File: config.mk
export PLATFORM = sky130hd
export DESIGN_NAME = updown_count_ctrl
export DESIGN_NICKNAME = d
export VERILOG_FILES = /design/src/rtl/updown_count_pkg.sv /design/src/rtl/updown_count_core.sv /design/src/rtl/updown_count_ctrl.sv
export SDC_FILE = /design/constraint.sdc
export NUM_CORES = 1
export LEC_CHECK = 0
export ABC_AREA = 1
export CORE_MARGIN = 2
export CORE_UTILIZATION = 30
export CTS_BUF_LIST = sky130_fd_sc_hd__clkbuf_8
export CTS_CLUSTER_DIAMETER = 50
export DETAILED_ROUTE_END_ITERATION = 6
export DONT_BUFFER_PORTS = 1
export SLEW_MARGIN = 20
export SYNTH_ARGS = -nofsm -noshare
export SYNTH_HDL_FRONTEND = slang
export SYNTH_SLANG_ARGS = --single-unit
export TNS_END_PERCENT = 30
File: constraint.sdc
create_clock -name clk -period 2.13 [get_ports clk]
set_clock_uncertainty 0.2 [all_clocks]
set_input_delay 0.426 -clock clk [delete_from_list [all_inputs] [get_ports clk]]
set_output_delay 0.426 -clock clk [all_outputs]
set_load 0.05 [all_outputs]
File: src/rtl/updown_count_pkg.sv
// -----------------------------------------------------------------------------
// updown_count_pkg
// Shared types and constants for the up/down counter sequencer.
//   op_e          : command opcodes carried on cmd_op
//   state_e       : controller FSM states
//   DEFAULT_WIDTH : default counter / command-data width
// -----------------------------------------------------------------------------
package updown_count_pkg;

   localparam int DEFAULT_WIDTH = 8;

   typedef enum logic [1:0] {
      OP_LOAD   = 2'd0,
      OP_UP     = 2'd1,
      OP_DOWN   = 2'd2,
      OP_BOUNCE = 2'd3
   } op_e;

   typedef enum logic [1:0] {
      ST_IDLE = 2'd0,
      ST_RUN  = 2'd1,
      ST_DONE = 2'd2
   } state_e;

endpackage

File: src/rtl/updown_count_core.sv
// -----------------------------------------------------------------------------
// updown_core
// Modulo-2^WIDTH up/down counter datapath.
//   clk, reset : clock, synchronous active-high reset (count -> 0)
//   en         : take one step this cycle
//   load       : load load_val this cycle (wins over en)
//   load_val   : value to load
//   up_down    : step direction, 1 = up
//   count      : current counter value
//   wrap       : high when the step being enabled crosses the modulo boundary
// -----------------------------------------------------------------------------
module updown_core
   import updown_count_pkg::*;
#(
   parameter int WIDTH = DEFAULT_WIDTH
) (
   input  logic             clk,
   input  logic             reset,
   input  logic             en,
   input  logic             load,
   input  logic [WIDTH-1:0] load_val,
   input  logic             up_down,
   output logic [WIDTH-1:0] count,
   output logic             wrap
);

   localparam logic [WIDTH-1:0] MAX_VAL = '1;

   always_ff @(posedge clk) begin
      if (reset) begin
         count <= '0;
      end else if (load) begin
         count <= load_val;
      end else if (en) begin
         if (up_down) begin
            count <= count + 1'b1;
         end else begin
            count <= count - 1'b1;
         end
      end
   end

   // Terminal value in the current direction: the step about to happen wraps.
   assign wrap = en && (up_down ? (count == MAX_VAL) : (count == '0));

endmodule

File: src/rtl/updown_count_ctrl.sv
// -----------------------------------------------------------------------------
// updown_count_ctrl
// Command sequencer around updown_core. One command at a time over a
// valid/ready handshake: LOAD, UP n, DOWN n, BOUNCE limit.
//   clk, reset          : clock, synchronous active-high reset
//   cmd_valid/cmd_ready : a command transfers on an edge where both are high;
//                         cmd_ready is high only in IDLE, nothing is queued
//   cmd_op, cmd_data    : opcode and its operand (load value / steps / limit)
//   pause, abort        : honoured in RUN only; abort wins over pause
//   count, dir          : counter value and direction (1 = up)
//   busy                : high in RUN
//   done                : one-cycle pulse on completion or abort
//   wrapped             : sticky, a modulo wrap happened in this/last command
//   state               : FSM state, exposed for observation
// -----------------------------------------------------------------------------
module updown_count_ctrl
   import updown_count_pkg::*;
#(
   parameter int WIDTH = DEFAULT_WIDTH
) (
   input  logic             clk,
   input  logic             reset,
   input  logic             cmd_valid,
   output logic             cmd_ready,
   input  logic [1:0]       cmd_op,
   input  logic [WIDTH-1:0] cmd_data,
   input  logic             pause,
   input  logic             abort,
   output logic [WIDTH-1:0] count,
   output logic             dir,
   output logic             busy,
   output logic             done,
   output logic             wrapped,
   output state_e           state
);

   state_e           state_next;
   op_e              op;
   logic             accept;
   logic             step;
   logic             core_wrap;
   logic             bounce_mode;
   logic [WIDTH-1:0] remaining;
   logic [WIDTH-1:0] limit;
   logic [WIDTH-1:0] count_inc;

   assign op        = op_e'(cmd_op);
   assign accept    = cmd_valid && (state == ST_IDLE);
   assign step      = (state == ST_RUN) && !abort && !pause;
   assign count_inc = count + 1'b1;

   updown_core #(.WIDTH(WIDTH)) u_core (
      .clk      (clk),
      .reset    (reset),
      .en       (step),
      .load     (accept && (op == OP_LOAD)),
      .load_val (cmd_data),
      .up_down  (dir),
      .count    (count),
      .wrap     (core_wrap)
   );

   // State register
   always_ff @(posedge clk) begin
      if (reset) begin
         state <= ST_IDLE;
      end else begin
         state <= state_next;
      end
   end

   // Next-state logic
   always_comb begin
      state_next = state;
      case (state)
         ST_IDLE: begin
            if (cmd_valid) begin
               case (op)
                  OP_LOAD:   state_next = ST_DONE;
                  OP_UP,
                  OP_DOWN:   state_next = (cmd_data == '0) ? ST_DONE : ST_RUN;
                  OP_BOUNCE: state_next = ((count == '0) && (cmd_data == '0)) ? ST_DONE : ST_RUN;
                  default:   state_next = ST_DONE;
               endcase
            end
         end
         ST_RUN: begin
            if (abort) begin
               state_next = ST_DONE;
            end else if (!pause) begin
               // Bounce ends on the downward step that lands on zero;
               // counted commands end on their last step.
               if (bounce_mode) begin
                  if (!dir && (count == WIDTH'(1))) state_next = ST_DONE;
               end else if (remaining == WIDTH'(1)) begin
                  state_next = ST_DONE;
               end
            end
         end
         ST_DONE: state_next = ST_IDLE;
         default: state_next = ST_IDLE;
      endcase
   end

   // Outputs decoded from the state register only
   always_comb begin
      cmd_ready = 1'b0;
      busy      = 1'b0;
      done      = 1'b0;
      case (state)
         ST_IDLE: cmd_ready = 1'b1;
         ST_RUN:  busy      = 1'b1;
         ST_DONE: done      = 1'b1;
         default: ;
      endcase
   end

   // Command registers: direction, step budget, bounce limit, wrap flag
   always_ff @(posedge clk) begin
      if (reset) begin
         dir         <= 1'b1;
         remaining   <= '0;
         limit       <= '0;
         wrapped     <= 1'b0;
         bounce_mode <= 1'b0;
      end else if (accept) begin
         wrapped <= 1'b0;
         case (op)
            OP_UP: begin
               dir         <= 1'b1;
               remaining   <= cmd_data;
               bounce_mode <= 1'b0;
            end
            OP_DOWN: begin
               dir         <= 1'b0;
               remaining   <= cmd_data;
               bounce_mode <= 1'b0;
            end
            OP_BOUNCE: begin
               limit       <= cmd_data;
               dir         <= (count < cmd_data);
               bounce_mode <= 1'b1;
            end
            default: bounce_mode <= 1'b0;
         endcase
      end else if (step) begin
         if (core_wrap) wrapped <= 1'b1;
         if (bounce_mode) begin
            // Turn around on the edge that reaches the limit; restore the
            // up direction on the edge that reaches zero.
            if (dir && (count_inc == limit)) begin
               dir <= 1'b0;
            end else if (!dir && (count == WIDTH'(1))) begin
               dir <= 1'b1;
            end
         end else begin
            remaining <= remaining - 1'b1;
         end
      end
   end

endmodule

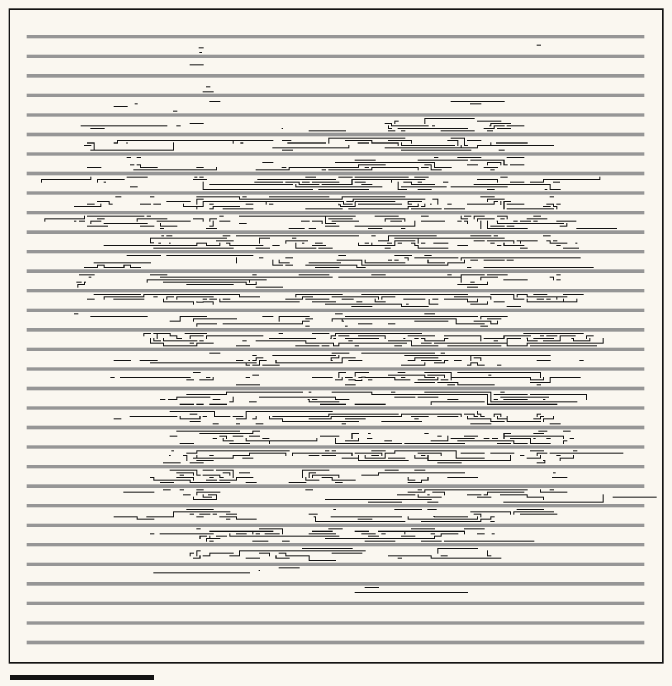
(run_1/m1.png)
Bar = 20 um. Supply wires on this layer in gray.
- main direction: horizontal
- longest straight run: 23.9 um
- share of all routed wire: 44%
- nets with wire on the layer: 374
- wire length on this layer: 2990 um

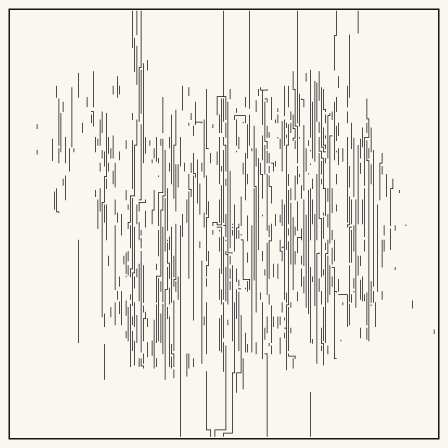
(run_1/m2.png)
- longest straight run: 44.7 um
- nets with wire on the layer: 319
- main direction: vertical
Total Wirelength: 6825 um
M2 GR Usage: 28.48%

==> flow_metrics.py, run 1 <==
# Metrics from the implementation run
metrics = {
    "drt": {
        "dr_wl_cell_um": 14.37,
        "topRoutingLayerUsed": "met4",
        "wl_met1_um": 2991,
        "drt.antenna.violating_nets": 0,
        "route.met2.wl_um": 3201,
        "via_count_normalized_by_instance_count": 5.036,
        "detail_route.iter0.violations": 194,
        "amount_of_wire_on_met3_after_detailed_routing_um": 518,
    },
    "synth": {
        "yosysSeqAreaShare_pct": 25.71,
        "syn-num-nets": 384,
        "synth-edff-count": 0,
        "post_synth_main_logic_family": "simple AND/OR/NAND/NOR gates",
        "number_of_flip_flops_and_latches_in_the_synthesized_netlist": 29,
        "yosys-mux-area-fraction_pct": 0,
        "ys_types": 33,
        "ys_cells": 352,
        "synth_async_sr_flop_share_pct": 0,
        "synth-xor-area-share_pct": 3.102,
        "synth_area_mm2": 0.002258,
        "ys_warn_count": 0,
        "synth-compound-area-share_pct": 18.84,
        "synthAdderAreaFrac_pct": 9.418,
    },
    "layout": {
        "comb_share_pct": 53.50,
        "area_growth_syn_to_layout_pct": 20.33,
        "area.sequential_um2": 589.3,
        "leading_registers_by_flop_count": "limit (8), remaining (8), u_core.count (8)",
        "non_clock_inverter_count": 56,
        "num-multi-input-gates": 258,
        "buffers_excl_clock": 25,
        "logic_area_mm2": 0.001454,
        "finalCoreUtilization_pct": 37.47,
        "flop-count": 29,
        "drive_gt1_share_pct": 14.63,
        "final_cell_area_mm2": 0.002718,
        "buf_share_pct": 8.103,
    },
    "clocking": {
        "cts.sinks": 29,
        "insertion_delay_ns": 0.29,
        "postCtsSetupRepairBufs": 0,
        "cts.repair.resized": 0,
        "h-tree-depth": 2,
    },
    "setup_path": {
        "critical_path_cell_count": 4,
        "worst-r2r-cell-count": 12,
        "slowest_delay_ns": 0.44,
        "crit_chain": "buf_4, inv_1, nor2_2, buf_12",
        "worst_reg2reg_setup_slack_ns": 0.16,
        "critical_path.startpoint": "state[1]$_SDFFE_PP0P_",
        "cp.buffers_inverters": 3,
        "critical_path_class": "register to output port",
        "reg2reg_from": "u_core.count[1]$_SDFFE_PP0P_",
        "r2r_end": "dir$_SDFFE_PP1P_",
        "critical_path.endpoint_type": "output port",
        "startpoint_type": "register",
    },
    "global_routing": {
        "antenna_found_initial": 0,
        "global_route.overflow_total": 0,
        "grt_util_met1_pct": 21.50,
        "grt.total_usage_pct": 17.08,
        "vias_in_the_first_global_route": 2241,
        "grt_max_degree": 16,
    },
    "min_path": {
        "min_delay_path_depth": 1,
        "holdCritPathClass": "primary input to register",
        "hold-path-endpoint": "u_core.count[6]$_SDFFE_PP0P_",
    },
    "sta": {
        "whs_ns": 0.005965,
        "hold_violations": 0,
        "tightestPinTransition_ns": 0.6513,
        "post-route-worst-setup-slack_ns": 0.1467,
        "setup_viol": 0,
        "min_period_over_period_pct": 93.11,
        "max_clock_freq_ghz": 0.5042,
        "timing_max_transition_violations_final": 0,
    },
    "power": {
        "clock_power_uw": 618,
        "seq-power_uw": 627,
        "share_seq_of_total_power_pct": 34.7,
        "vdd_drop_max_mv": 0.2768,
        "swShare_pct": 35.36,
        "power.total_uw": 1805,
        "clock_power_share_pct": 34.2,
        "netSwitchingPower_uw": 638.2,
        "power.density_mw_per_mm2": 664.1,
    },
    "floorplan": {
        "taps": 99,
        "core_area_mm2": 0.007253,
        "die_height_um": 90.77,
    },
    "placement": {
        "place_congestion": 0.9088,
        "detailed_place_hpwl_um": 5196,
        "buffer_ports.inserted": 0,
    },
    "run_status": {
        "outcome": "finished clean",
    },
}
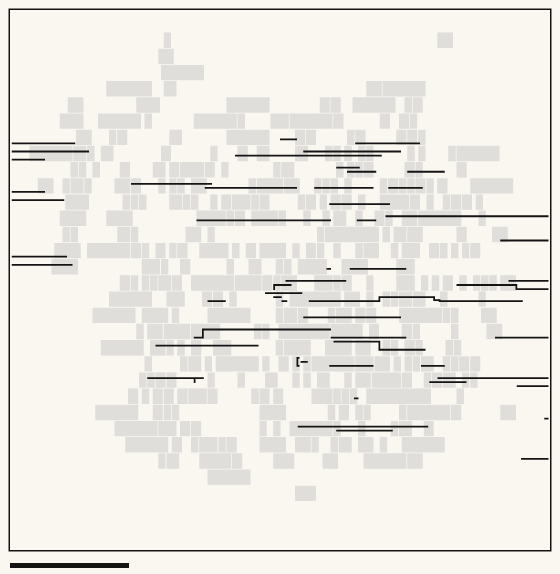
(run_1/m3.png)
Bar = 20 um.
- main direction: horizontal
- longest straight run: 27.1 um
- nets with wire on the layer: 42
- wire length on this layer: 519 um
- share of all routed wire: 7.6%
GR Util met3: 4.257%
vias post-DR: 2392

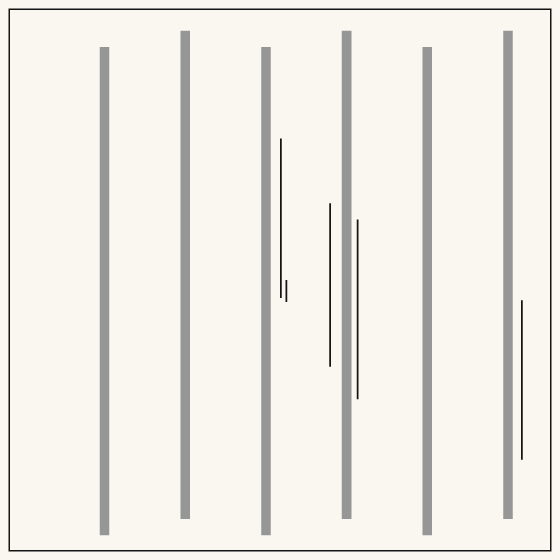
(run_1/m4.png)
Supply wires on this layer in gray.
- nets with wire on the layer: 5
- main direction: vertical
- wire length on this layer: 114 um

-- run 1: synth_stat cells (2+ instances only) --
cell	n	share of area, %
a31oi_1	11	3.0
nand2_1	83	14
inv_2	4	0.66
o2111ai_1	2	0.78
buf_2	3	0.66
nor2_4	2	1.0
nor2_1	28	4.7
o21ai_1	2	0.44
o211ai_1	4	1.3
ha_1	17	9.4
nor2_2	3	0.83
o21ai_0	20	4.4
clkbuf_1	4	0.66
nor3_1	4	0.89
nand3_1	30	6.6
xor2_1	6	2.3
or2_2	2	0.55
xnor2_1	2	0.78
inv_1	52	8.6
a211oi_1	4	1.3
a21oi_1	24	5.3
dfxtp_1	29	26
nand4_1	6	1.7
==> run 1 -> run 2 <==
--- a/config.mk
+++ b/config.mk
@@ -6,6 +6,7 @@
 export NUM_CORES = 1
 export LEC_CHECK = 0
 export ABC_AREA = 1
+export CORE_ASPECT_RATIO = 0.5
 export CORE_MARGIN = 2
 export CORE_UTILIZATION = 30
 export CTS_BUF_LIST = sky130_fd_sc_hd__clkbuf_8
==> constraint.sdc (replaced) <==
create_clock -name clk -period 2.13 [get_ports clk]
set_clock_uncertainty 0.2 [all_clocks]
set_input_delay 0.5325 -clock clk [delete_from_list [all_inputs] [get_ports clk]]
set_output_delay 0.5325 -clock clk [all_outputs]
set_load 0.05 [all_outputs]
==> flow_metrics.py, run 2 <==
# Metrics from the implementation run
metrics = {
    "synth": {
        "netlist.top_cell.by_area": "dfxtp_1",
        "cell_types_with_the_largest_area_share_after_synthesis": "dfxtp_1 (26%), nand2_1 (14%), ha_1 (9.4%)",
        "ys_cells": 352,
        "yosys-mux-area-fraction_pct": 0,
        "ys_warn_count": 0,
        "synthDominantCellAreaShare_pct": 25.71,
        "post_synth_main_logic_family": "simple AND/OR/NAND/NOR gates",
        "synthAdderAreaFrac_pct": 9.418,
        "yosysMostFrequentCell": "nand2_1",
        "ys_types": 33,
        "synth-compound-area-share_pct": 18.84,
        "synth_async_sr_flop_share_pct": 0,
        "ys_top_cells_by_count": "nand2_1 (83), inv_1 (52), nand3_1 (30)",
        "synth-edff-count": 0,
        "synth_area_mm2": 0.002258,
    },
    "drt": {
        "topRoutingLayerUsed": "met4",
        "detail_route.iter0.violations": 106,
        "drt.antenna.violating_nets": 0,
        "route.met2.wl_um": 2940,
    },
    "power": {
        "power.total_uw": 1873,
        "swShare_pct": 33.53,
        "vdd_drop_max_mv": 0.2139,
        "clock_power_uw": 703,
        "seq-power_uw": 625,
        "power.density_mw_per_mm2": 698.3,
        "clock_power_share_pct": 37.5,
        "share_seq_of_total_power_pct": 33.4,
    },
    "layout": {
        "drive_gt1_share_pct": 14.06,
        "finalCoreUtilization_pct": 36.64,
        "area.sequential_um2": 584.3,
        "final_cell_area_mm2": 0.002683,
        "area_growth_syn_to_layout_pct": 18.78,
        "logic_area_mm2": 0.001426,
    },
    "global_routing": {
        "grt_max_degree": 19,
        "grt.total_usage_pct": 16.67,
        "vias_in_the_first_global_route": 2238,
        "antenna_found_initial": 0,
        "grt_util_met1_pct": 21.77,
    },
    "sta": {
        "hold_violations": 0,
        "tightestPinTransition_ns": 0.5021,
        "post-route-worst-setup-slack_ns": 0.1772,
        "whs_ns": 0.09962,
        "setup_viol": 0,
        "min_period_over_period_pct": 91.68,
    },
    "run_status": {
        "outcome": "finished clean",
    },
    "placement": {
        "place_congestion": 0.8954,
        "buffer_ports.inserted": 0,
    },
    "clocking": {
        "cts.repair.resized": 0,
        "insertion_delay_ns": 0.29,
        "cts.sinks": 29,
    },
    "setup_path": {
        "critical_path.startpoint": "state[0]$_SDFFE_PP0P_",
        "reg2reg_from": "u_core.count[2]$_SDFFE_PP0P_",
        "cp.buffers_inverters": 2,
        "critical_path.endpoint_type": "output port",
        "slowest_delay_ns": 0.43,
        "startpoint_type": "register",
    },
    "min_path": {
        "holdCritPathClass": "primary input to register",
    },
    "floorplan": {
        "core_area_mm2": 0.007322,
    },
}
==> run 2: worst paths after layout <==
path | end | slack, ns | depth (start not counted)
setup / recovery | done | 0.18 | 3
hold / removal | remaining[2]$_SDFFE_PP0P_ | 0.1 | 1
hold reg to reg | remaining[6]$_SDFFE_PP0P_ | 0.28 | 2
setup reg to reg | state[1]$_SDFFE_PP0P_ | 0.19 | 9
==> run 2: final cells by class <==
cell class	count	area share [%]
multi-input cells	258	53.17
clock inverters	3	2.425
clock buffers	5	2.565
repair buffers	26	7.743
well taps	96	4.478
flip-flops and latches	29	21.78
inverters	56	7.836
==> run 2: cell families after synthesis <==
kind of cell,after synthesis
adder cells (fa/ha/maj),17
buffers and inverters,65
XOR/XNOR,8
AND-OR/OR-AND,72
flip-flops,29
AND/OR/NAND/NOR,161
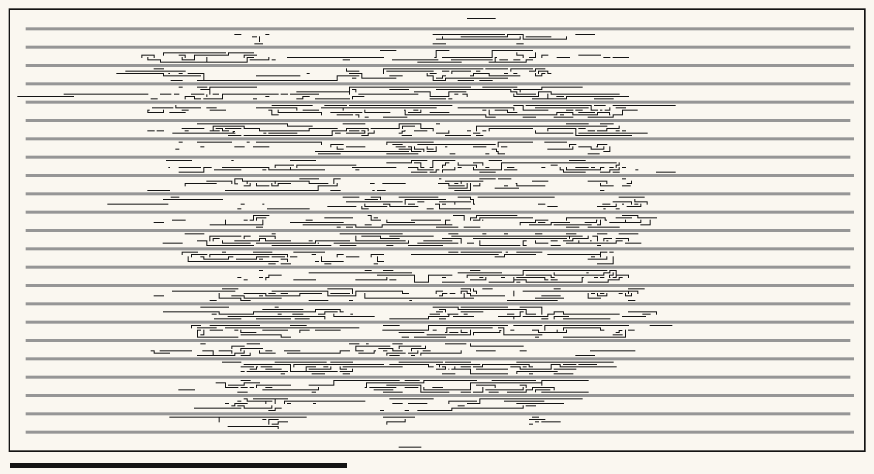
(run_2/m1.png)
Bar = 50 um. Supply wires on this layer in gray.
- wire length on this layer: 3050 um
- longest straight run: 20.7 um
- nets with wire on the layer: 374
- main direction: horizontal

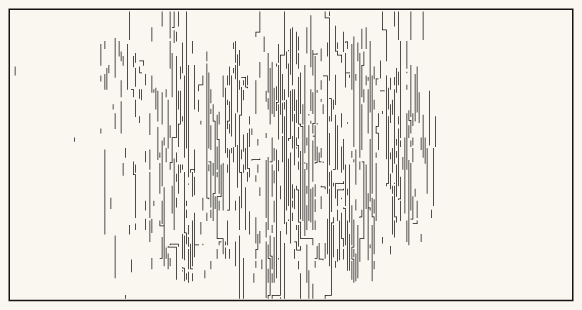
(run_2/m2.png)
- main direction: vertical
- nets with wire on the layer: 303
vias post-DR: 2347
M2 GR Usage: 27.30%
Total Wirelength: 6529 um

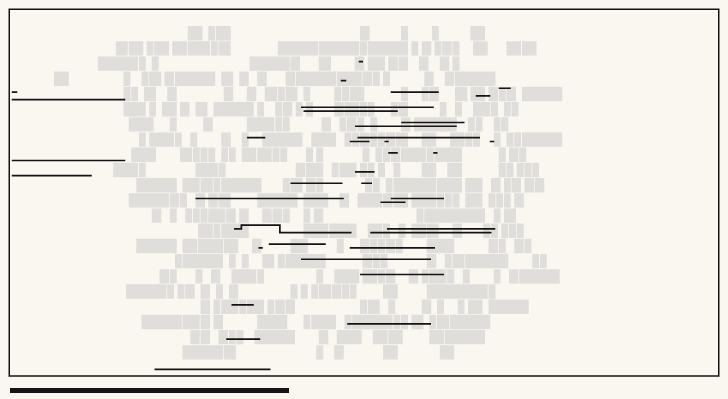
(run_2/m3.png)
Bar = 50 um.
- nets with wire on the layer: 26
- longest straight run: 26.2 um
- main direction: horizontal
- wire length on this layer: 391 um
GR Util met3: 3.909%

Power is estimated from default activity; no workload was simulated.
